Fig. 1: run 1, supply network
(4 px per um) Pins as bars on the die edge. Tap cells in gray.
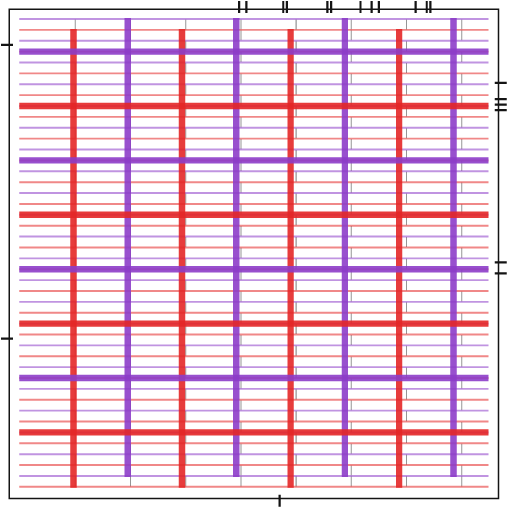
Fig. 2: run 1, placement by cell class
(4 px per um) Fill, decap, tap and diode cells in gray.
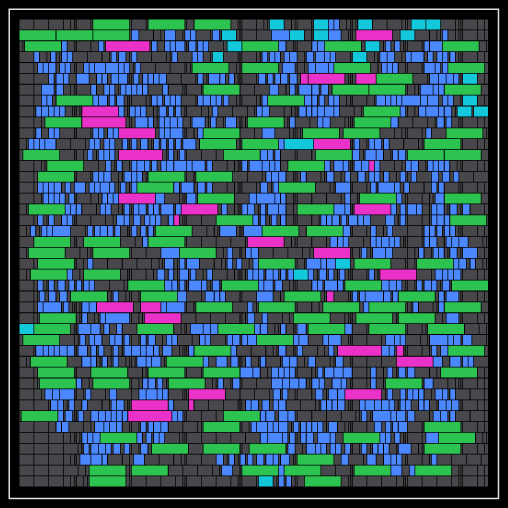
Fig. 3: run 1, clock distribution
(3 px per um)
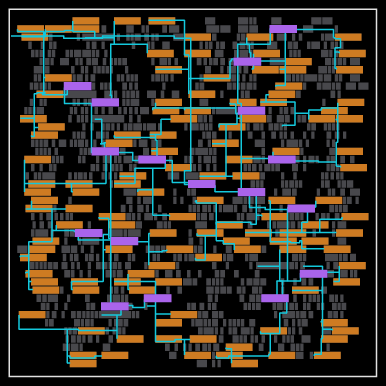
Fig. 4: run 1, wiring by layer
(4 px per um)
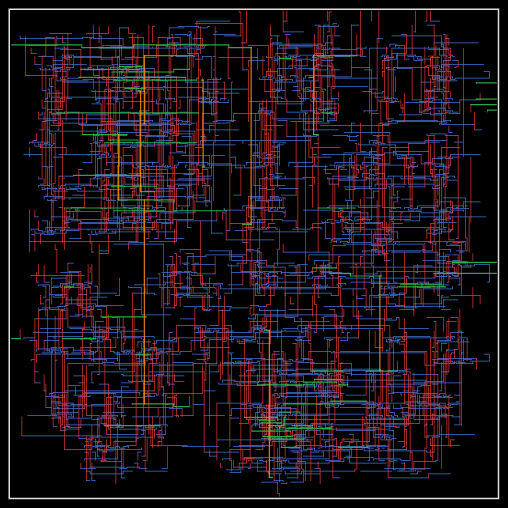
**config.mk**
```make
export PLATFORM = sky130hd
export DESIGN_NAME = clock_set_controller
export DESIGN_NICKNAME = d
export VERILOG_FILES = /design/src/rtl/clock_set_controller.sv
export SDC_FILE = /design/constraint.sdc
export NUM_CORES = 1
export LEC_CHECK = 0
export ABC_AREA = 1
export CAP_MARGIN = 20
export CELL_PAD_IN_SITES_DETAIL_PLACEMENT = 0
export CELL_PAD_IN_SITES_GLOBAL_PLACEMENT = 1
export CORE_MARGIN = 2
export CORE_UTILIZATION = 50
export CTS_CLUSTER_DIAMETER = 50
export DETAILED_ROUTE_END_ITERATION = 10
export MAX_ROUTING_LAYER = met4
export PLACE_DENSITY_LB_ADDON = 0.08
export RECOVER_POWER = 25
export SYNTH_ARGS = -nofsm -noshare
export SYNTH_HDL_FRONTEND = slang
export SYNTH_SLANG_ARGS = --single-unit
```
**constraint.sdc**
```tcl
create_clock -name clk -period 8.2 [get_ports clk]
set_clock_uncertainty 0.2 [all_clocks]
set_input_delay 1.23 -clock clk [delete_from_list [all_inputs] [get_ports clk]]
set_output_delay 1.23 -clock clk [all_outputs]
set_load 0.005 [all_outputs]
```
**src/rtl/clock_set_controller.sv**
```systemverilog
// clock_set_controller: 24 h timekeeping with RUN / SET_MIN / SET_HOUR time-set state machine
//   clk      : system clock
//   rst      : asynchronous active-high reset
//   btn_mode : raw mode button (async, active-high)
//   btn_inc  : raw increment button (async, active-high)
//   hour     : hours 0..23
//   minute   : minutes 0..59
//   mode     : 0 RUN, 1 SET_MIN, 2 SET_HOUR
//   sec_tick : one-cycle pulse per prescaler wrap
module clock_set_controller #(
    parameter int CLK_HZ       = 50_000_000,
    parameter int DEBOUNCE_CYC = 1_000_000,
    parameter int REPEAT_DLY   = 25_000_000,
    parameter int REPEAT_PER   = 10_000_000,
    parameter int TIMEOUT_S    = 10
) (
    input  logic       clk,
    input  logic       rst,
    input  logic       btn_mode,
    input  logic       btn_inc,
    output logic [6:0] hour,
    output logic [6:0] minute,
    output logic [1:0] mode,
    output logic       sec_tick
);
    localparam int PW = $clog2(CLK_HZ);
    localparam int DW = $clog2(DEBOUNCE_CYC + 1);
    localparam int RW = $clog2(REPEAT_DLY + 1);
    localparam int TW = $clog2(TIMEOUT_S + 1);
    typedef enum logic [1:0] {RUN = 2'd0, SET_MIN = 2'd1, SET_HOUR = 2'd2} state_t;
    state_t             state_q, state_d;
    logic [1:0]         s1_q, s2_q, db_q, db_d, flip, press;
    logic [1:0][DW-1:0] dbc_q, dbc_d;
    logic [PW-1:0]      pre_q, pre_d;
    logic               tick_q;
    logic [RW-1:0]      rpt_q, rpt_d;
    logic [TW-1:0]      to_q, to_d;
    logic [5:0]         sec_q, sec_d;
    logic [6:0]         min_q, min_d, hour_q, hour_d;
    logic               mode_evt, inc_evt, inc_rel, rpt_hit, rpt_fire, timeout, bump;
    logic               enter_min, run_tick, min_carry, hour_carry;
    // Bit 0 is the mode button, bit 1 the increment button. A level flips once the
    // synchronised input has differed from it for DEBOUNCE_CYC consecutive cycles.
    always_comb begin
        flip  = '0;
        db_d  = db_q;
        dbc_d = dbc_q;
        for (int b = 0; b < 2; b++) begin
            flip[b]  = (s2_q[b] != db_q[b]) && (dbc_q[b] == DW'(DEBOUNCE_CYC - 1));
            db_d[b]  = flip[b] ? s2_q[b] : db_q[b];
            dbc_d[b] = (s2_q[b] == db_q[b] || flip[b]) ? '0 : dbc_q[b] + DW'(1);
        end
    end
    assign press    = flip & s2_q;
    assign mode_evt = press[0];
    assign inc_evt  = press[1];
    // A repeat coinciding with the release edge is dropped: the button is already let go.
    assign inc_rel  = flip[1] & ~s2_q[1];
    assign rpt_hit  = db_q[1] & ~inc_rel & (rpt_q == RW'(REPEAT_DLY - 1));
    assign rpt_fire = rpt_hit & (state_q != RUN);
    assign rpt_d    = (inc_evt || !db_q[1]) ? '0 :
                      rpt_hit ? RW'(REPEAT_DLY - REPEAT_PER) : rpt_q + RW'(1);
    assign timeout  = (state_q != RUN) && tick_q && !inc_evt && (to_q == TW'(TIMEOUT_S - 1));
    always_comb begin
        state_d    = timeout ? RUN : !mode_evt ? state_q :
                     state_q == RUN ? SET_MIN : state_q == SET_MIN ? SET_HOUR : RUN;
        enter_min  = (state_d == SET_MIN) && (state_q != SET_MIN);
        to_d       = (|press || state_d != state_q) ? '0 :
                     (state_q != RUN && tick_q) ? to_q + TW'(1) : to_q;
        // Entering SET_MIN restarts the second so RUN resumes on an exact boundary.
        pre_d      = (enter_min || tick_q) ? '0 : pre_q + PW'(1);
        run_tick   = (state_q == RUN) && tick_q;
        bump       = (inc_evt || rpt_fire) && !mode_evt;
        sec_d      = enter_min ? '0 : !run_tick ? sec_q : sec_q == 6'd59 ? '0 : sec_q + 6'd1;
        min_carry  = run_tick && sec_q == 6'd59;
        hour_carry = min_carry && min_q == 7'd59;
        min_d      = (min_carry || (state_q == SET_MIN && bump)) ?
                     (min_q == 7'd59 ? '0 : min_q + 7'd1) : min_q;
        hour_d     = (hour_carry || (state_q == SET_HOUR && bump)) ?
                     (hour_q == 7'd23 ? '0 : hour_q + 7'd1) : hour_q;
    end
    always_ff @(posedge clk or posedge rst) begin
        if (rst) begin
            s1_q    <= '0;
            s2_q    <= '0;
            db_q    <= '0;
            dbc_q   <= '0;
            pre_q   <= '0;
            tick_q  <= 1'b0;
            rpt_q   <= '0;
            to_q    <= '0;
            sec_q   <= '0;
            min_q   <= '0;
            hour_q  <= '0;
            state_q <= RUN;
        end else begin
            s1_q    <= {btn_inc, btn_mode};
            s2_q    <= s1_q;
            db_q    <= db_d;
            dbc_q   <= dbc_d;
            pre_q   <= pre_d;
            tick_q  <= pre_d == PW'(CLK_HZ - 1);
            rpt_q   <= rpt_d;
            to_q    <= to_d;
            sec_q   <= sec_d;
            min_q   <= min_d;
            hour_q  <= hour_d;
            state_q <= state_d;
        end
    end
    assign hour     = hour_q;
    assign minute   = min_q;
    assign mode     = state_q;
    assign sec_tick = tick_q;
endmodule

```
==> flow_metrics.tcl, run 1 <==
# collected from the flow reports
set metrics [dict create \
    yosys_area_um2 6950 \
    slew_violations 44 \
    grt_max_degree 83 \
    outcome "complete, but fails checks" \
    r2r_start "dbc_q[0]" \
    max_freq_mhz 291 \
    clk_pin_slew_ns 0.05 \
    cts.sinks 124 \
    grt_pass1_wl_um 26900 \
    crit_fanout 43 \
    antenna_cells 0 \
    core-area_um2 13700 \
    powerDensity_nw_per_um2 182 \
    comb_share 0.415 \
    area_leaders "dfrtp_1 45%, nand2_1 11%, nor2_1 8.3%" \
    crit_arrival_ns 3.83 \
    hold_buffers 0 \
    sw_frac_of_total 0.193 \
    syn-num-nets 946 \
    fa_ha_area_frac 0.0162 \
    syn_to_final_growth_pct 14.6 \
    post_cts_resize_count 0 \
    synth_area_leader_cell "dfrtp_1" \
    vias_per_cell 5.28 \
    reg2regPathDepth 13 \
    p_comb_uw 24.2 \
    ir_drop_uv 134 \
    synth_warnings 0 \
    use_met2 0.370 \
    grtUsageTotal 0.233 \
    setup_slack_ns 4.76 \
    drc_errors 0 \
    place_area_um2 7360 \
    antenna_found_initial 0 \
    mux_share 0 \
    cts_buffer_depth 2 \
    max_stage_delay_ns 1.05 \
    post-layout-total-power_mw 1.45 \
    hold_path_class "reg2reg" \
    cp_cell_sequence "dlygate4sd3_1, clkinvlp_2, buf_4, buf_12" \
    syn_avg_cell_area_um2 7.45 \
    root_buffer "clkbuf_16" \
    dp_hpwl_um 11400 \
    die_w_um 122 \
    area_dominant_class "combinational gates" \
    place_congestion 0.875 \
    buffer_area_frac 0.0286 \
    ys_top_cells_by_count "213 x nand2_1, 154 x nor2_1, 124 x dfrtp_1, 120 x inv_1, 72 x nand3_1" \
    netlist_instances 933 \
    finalHoldViolCount 0 \
    tritoncts "done" \
    setup_tns_ns 0 \
    synth_seq_share 0.446 \
    rsz0062_at_grt "false" \
    sh_seq_area 0.389 \
    busiest_layer "met2" \
    yosys_cells 933 \
    synthesis.area_um2 6950 \
    drive_gt1_frac 0.0582 \
    crit_slowest_cell "clkinvlp_2" \
    dp_slack_ns 4.79 \
    worstSetupEndpoint "rpt_q[6]" \
    utilization 0.581 \
    logic_gates 677 \
    switchingPower_uw 280 \
    synth.distinct_cells 36 \
    top_cell "nand2_1" \
    port_buffers 20 \
    grt.met3_usage 0.0445 \
    p_clk_frac 0.558 \
    wirelength_met1_um 7220 \
    num_vias 6128 \
    reg.largest.list "dbc_q: 40 flops, pre_q: 26 flops, rpt_q: 25 flops" \
    compound_area_frac 0.0587 \
    simple_gate_area_frac 0.364 \
    r2r-end "sec_tick" \
    end_kind "async pin" \
    nWellTaps 180 \
    violations "max-capacitance violations, max-slew violations" \
    flop_area_um2 3100 \
    cp.required_ns 8.59 \
    die_h_um 122 \
    fin_nets 982 \
    cap_violations 1 \
    comb_power_share 0.017 \
    grt_pass1_vias 5899 \
    met3_length_um 664 \
    path_buffers 4 \
    most-common-layout-cells "213 x nand2_1, 160 x nor2_1, 124 x dfrtp_1" \
    fin_crit_sh 0.419 \
    placed_cells 1129 \
    fill_cells 1303 \
    min_from "s1_q[0]" \
    nClkBuffers 22 \
    design.seq.count 124 \
    ys_ff 124 \
    p_clk_uw 810 \
    final-clk-cell-share 0.0790 \
    seq_cell_power_uw 618 \
    inverters 127 \
    worst_pin_slew_ns 1.83 \
    crit_family "buffers and inverters" \
    logic_family "simple AND/OR/NAND/NOR gates" \
    p_int_mw 1.17 \
    dr.pass1.iters 5 \
    synthXorXnorAreaFrac 0.0428 \
    setup_violations 0 \
    htree_levels 4 \
    clock_latency_ns 0.41 \
    seqPwrFrac 0.426 \
    synthArstFlopShare 1.00 \
]
Notes on Fig. 1 above:
[purple] VDD
[red] VSS
met5 straps: 8
tap cells: 180
met4 straps: 8
met1 rails: 44
rows: 43

Notes on Fig. 2 above:
[blue] combinational and other logic | cells: 804
[magenta] clock drivers and dummy loads | cells: 30
[cyan] remaining buffers and delay cells | cells: 22
[green] sequential cells | cells: 124

Notes on Fig. 3 above:
[orange] flip-flops | count: 124
[cyan] clock wires | length: 1700 um
[purple] clock drivers | count: 17
flops lie: spread over the die

Notes on Fig. 4 above:
[red] metal 2 | wire length: 7350 um
[orange] metal 4 | wire length: 256 um
[green] metal 3 | wire length: 664 um
[blue] metal 1 | wire length: 7220 um

==> run 2, diff against run 1 <==
--- a/config.mk
+++ b/config.mk
@@ -10,7 +10,7 @@
 export CELL_PAD_IN_SITES_DETAIL_PLACEMENT = 0
 export CELL_PAD_IN_SITES_GLOBAL_PLACEMENT = 1
 export CORE_MARGIN = 2
-export CORE_UTILIZATION = 50
+export CORE_UTILIZATION = 42
 export CTS_CLUSTER_DIAMETER = 50
 export DETAILED_ROUTE_END_ITERATION = 10
 export MAX_ROUTING_LAYER = met4
==> constraint.sdc (replaced) <==
create_clock -name clk -period 2.9 [get_ports clk]
set_clock_uncertainty 0.2 [all_clocks]
set_input_delay 0.435 -clock clk [delete_from_list [all_inputs] [get_ports clk]]
set_output_delay 0.435 -clock clk [all_outputs]
set_load 0.005 [all_outputs]
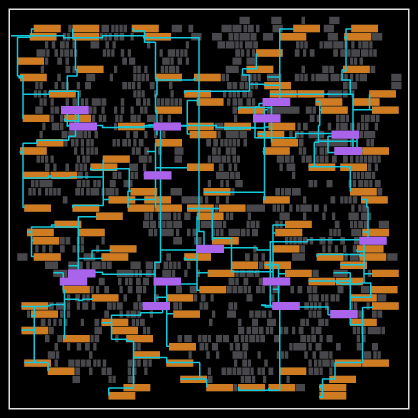
Fig. 5. Clock distribution (run 2).
(3 px per um)
[orange] flip-flops | count: 124
[cyan] clock wires | length: 1910 um
[purple] clock drivers | count: 17
routed clock nets: 18

==> run 2 against run 1 <==
Effect of this change:
- the run now ends clean
- cell area grew 1.4%
- setup slack lost 4.2 ns
- non-clock buffer count grew 6
- worst hold slack gained 0.0074 ns
- global-route usage shrank 2.8 points
- sequential share of layout area shrank 0.54 points
- first-iteration DRC count grew 7.7%
- flip-flop count is the same
- clock power grew to 2.7 times the previous value
- via count shrank 1.6%
- largest cell class unchanged
==> flow_metrics.tcl, run 2 <==
# collected from the flow reports
set metrics [dict create \
    outcome "finished clean" \
    crit_slowest_cell "dfrtp_1" \
    r2r-end "sec_tick" \
    grt_pass1_wl_um 28200 \
    logic_gates 677 \
    rsz0062_at_grt "false" \
    comb_share 0.414 \
    inverters 127 \
    place_area_um2 7510 \
    crit_arrival_ns 2.45 \
    hold_buffers 0 \
    synth_area_leader_cell "dfrtp_1" \
    nClkBuffers 25 \
    logic_family "simple AND/OR/NAND/NOR gates" \
    port_buffers 20 \
    slew_violations 0 \
    flop_area_um2 3100 \
    synthArstFlopShare 1.00 \
    met3_length_um 555 \
    mux_share 0 \
    fin_nets 988 \
    p_int_mw 3.16 \
    reg2regPathDepth 12 \
    end_kind "flip-flop" \
    p_comb_uw 77.3 \
    crit_fanout 7 \
    clk_pin_slew_ns 0.06 \
    hold_path_class "reg2reg" \
    comb_power_share 0.019 \
    grt_pass1_vias 5996 \
    cap_violations 0 \
    p_clk_frac 0.541 \
    ir_drop_uv 480 \
    switchingPower_uw 823 \
    place_congestion 0.890 \
    setup_slack_ns 0.554 \
    area_leaders "dfrtp_1 45%, nand2_1 11%, nor2_1 8.3%" \
    cts_buffer_depth 2 \
    yosys_area_um2 6950 \
    post-layout-total-power_mw 3.98 \
    cts.sinks 124 \
    most-common-layout-cells "213 x nand2_1, 154 x nor2_1, 124 x dfrtp_1" \
    drc_errors 0 \
    worstSetupEndpoint "sec_tick" \
    synth.distinct_cells 36 \
    num_vias 6028 \
    syn_avg_cell_area_um2 7.45 \
    post_cts_resize_count 0 \
    seq_cell_power_mw 1.75 \
    placed_cells 1176 \
    worst_pin_slew_ns 1.40 \
    busiest_layer "met2" \
    area_dominant_class "combinational gates" \
    crit_family "simple AND/OR/NAND/NOR gates" \
    fin_crit_sh 0.809 \
    syn_to_final_growth_pct 16.2 \
    setup_violations 0 \
    wirelength_met1_um 7940 \
    syn-num-nets 946 \
    die_h_um 133 \
    reg.largest.list "dbc_q: 40 flops, pre_q: 26 flops, rpt_q: 25 flops" \
    max_freq_mhz 426 \
    p_clk_mw 2.15 \
    design.seq.count 124 \
    final-clk-cell-share 0.0740 \
    ys_top_cells_by_count "213 x nand2_1, 154 x nor2_1, 124 x dfrtp_1, 120 x inv_1, 72 x nand3_1" \
    nWellTaps 220 \
    root_buffer "clkbuf_16" \
]
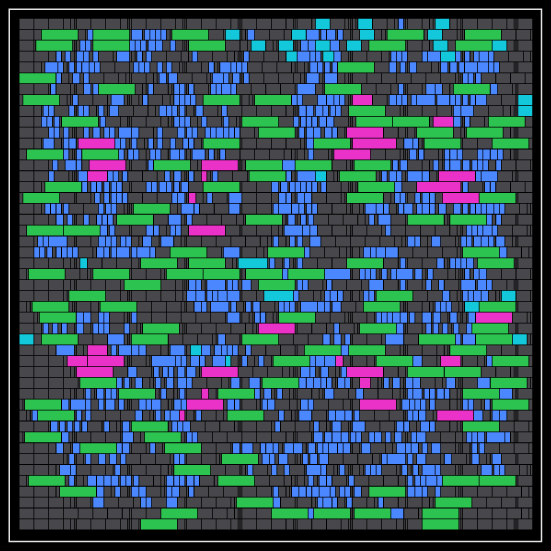
Fig. 6. Placement by cell class (run 2).
(4 px per um) Fill, decap, tap and diode cells in gray.
# rows: 47
Placeable Area: 16400 um^2
register share of the cell area: 0.384

==> run 3, diff against run 2 <==
==> constraint.sdc (replaced) <==
create_clock -name clk -period 1.9 [get_ports clk]
set_clock_uncertainty 0.2 [all_clocks]
set_input_delay 0.285 -clock clk [delete_from_list [all_inputs] [get_ports clk]]
set_output_delay 0.285 -clock clk [all_outputs]
set_load 0.005 [all_outputs]
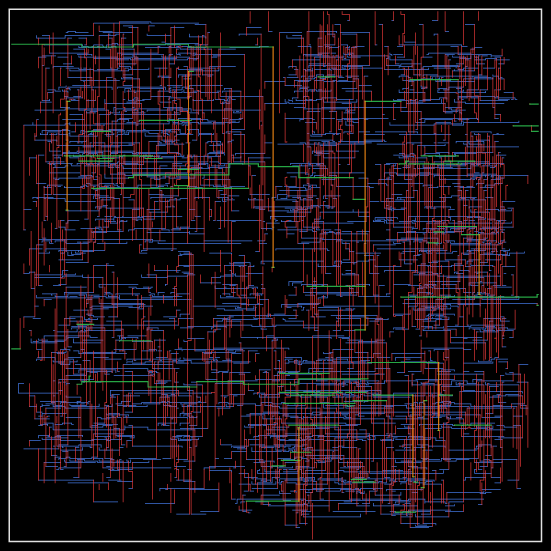
Fig. 7. Wiring by layer (run 3).
(4 px per um)
GRT Total Usage: 0.227
WL final: 19800 um

==> run 3 against run 2 <==
Effect of this change:
- the run now ends with negative setup slack left
- first-iteration DRC count shrank 19%
- sequential power up 53%
- cell area rose by 30%
- total power up 43%
- worst hold slack better by 0.014 ns
- via count up 16%
- wire length rose by 20%
- cell count rose by 15%
- maximum frequency rose by 10%
- critical endpoint is now dbc_q[36]
- critical path depth is 3 higher
- critical path type unchanged
- sequential share of layout area is 8.8 points lower
- setup slack got worse by 0.79 ns
==> flow_metrics.tcl, run 3 <==
# collected from the flow reports
set metrics [dict create \
    utilization 0.640 \
    met3_length_um 639 \
    busiest_layer "met2" \
    flop_area_um2 3110 \
    hold_path_class "reg2reg" \
    worstSetupEndpoint "dbc_q[36]" \
    max_stage_delay_ns 0.35 \
    root_buffer "clkbuf_16" \
    comb_share 0.412 \
    grt.met3_usage 0.0483 \
    simple_gate_area_frac 0.364 \
    reg.largest.list "dbc_q: 40 flops, pre_q: 26 flops, rpt_q: 25 flops" \
    post-layout-total-power_mw 5.68 \
    comb_power_share 0.030 \
    seq_cell_power_mw 2.67 \
    buffer_area_frac 0.169 \
    synth_warnings 0 \
    syn-num-nets 946 \
    worst_pin_slew_ns 0.616 \
    min_from "s1_q[0]" \
    p_clk_frac 0.500 \
    hold_buffers 1 \
    grt_pass1_wl_um 31500 \
    final-clk-cell-share 0.0477 \
    cts_buffer_depth 2 \
    sw_frac_of_total 0.217 \
    yosys_cells 933 \
    clk_pin_slew_ns 0.05 \
    antenna_cells 0 \
    setup_violations 75 \
    violations "negative setup slack" \
    seqPwrFrac 0.470 \
    netlist_instances 933 \
    p_clk_mw 2.84 \
    end_kind "flip-flop" \
    switchingPower_mw 1.23 \
    finalHoldViolCount 0 \
    fin_nets 1171 \
    logic_family "simple AND/OR/NAND/NOR gates" \
    syn_to_final_growth_pct 50.9 \
    dp_hpwl_um 13200 \
    ys_top_cells_by_count "213 x nand2_1, 154 x nor2_1, 124 x dfrtp_1, 120 x inv_1, 72 x nand3_1" \
    synthArstFlopShare 1.00 \
    mux_share 0 \
    fa_ha_area_frac 0.0162 \
    num_vias 6978 \
    crit_fanout 3 \
    cp.required_ns 2.01 \
    drc_errors 0 \
    rsz0062_at_grt "true" \
    r2r_start "dbc_q[20]" \
    place_congestion 0.854 \
    ys_ff 124 \
    grt_max_degree 43 \
    wirelength_met1_um 8910 \
    design.seq.count 124 \
    fill_cells 1363 \
    crit_family "simple AND/OR/NAND/NOR gates" \
    r2r-end "dbc_q[36]" \
    yosys_area_um2 6950 \
    cp_cell_sequence "ha_2, nand2_2, nor2_4, inv_2, buf_6, nor3_4, nand2_1, nor2_2, nand3_2, nor2_4, nand2_2, inv_4, nand2_1, nand2_1, nor2_1" \
    htree_levels 4 \
    antenna_found_initial 0 \
    most-common-layout-cells "173 x nand2_1, 154 x buf_4, 120 x dfrtp_1" \
    path_buffers 3 \
    outcome "complete, but fails checks" \
    crit_slowest_cell "dfrtp_1" \
    sh_seq_area 0.296 \
    cap_violations 0 \
    crit_arrival_ns 2.24 \
    setup_slack_ns -0.231 \
    placementRows 47 \
    port_buffers 20 \
    top_cell "nand2_1" \
    place_area_um2 8550 \
    synthesis.area_um2 6950 \
    area_leaders "dfrtp_1 45%, nand2_1 11%, nor2_1 8.3%" \
    synth.distinct_cells 36 \
    use_met2 0.370 \
    logic_gates 677 \
    post_cts_resize_count 92 \
    area_dominant_class "combinational gates" \
    dr.pass1.iters 5 \
]
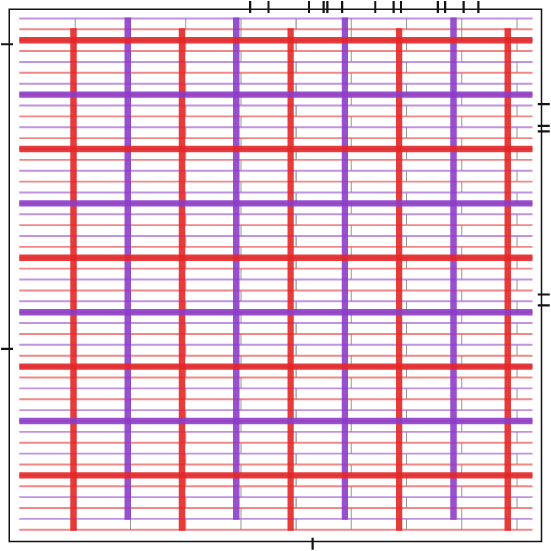
Fig. 8. Supply network (run 3).
(4 px per um) Pins as bars on the die edge. Tap cells in gray.
worst vdd ir: 618 uV
Die W: 133 um

No activity file was given, so power comes from the tool's default toggle rates.
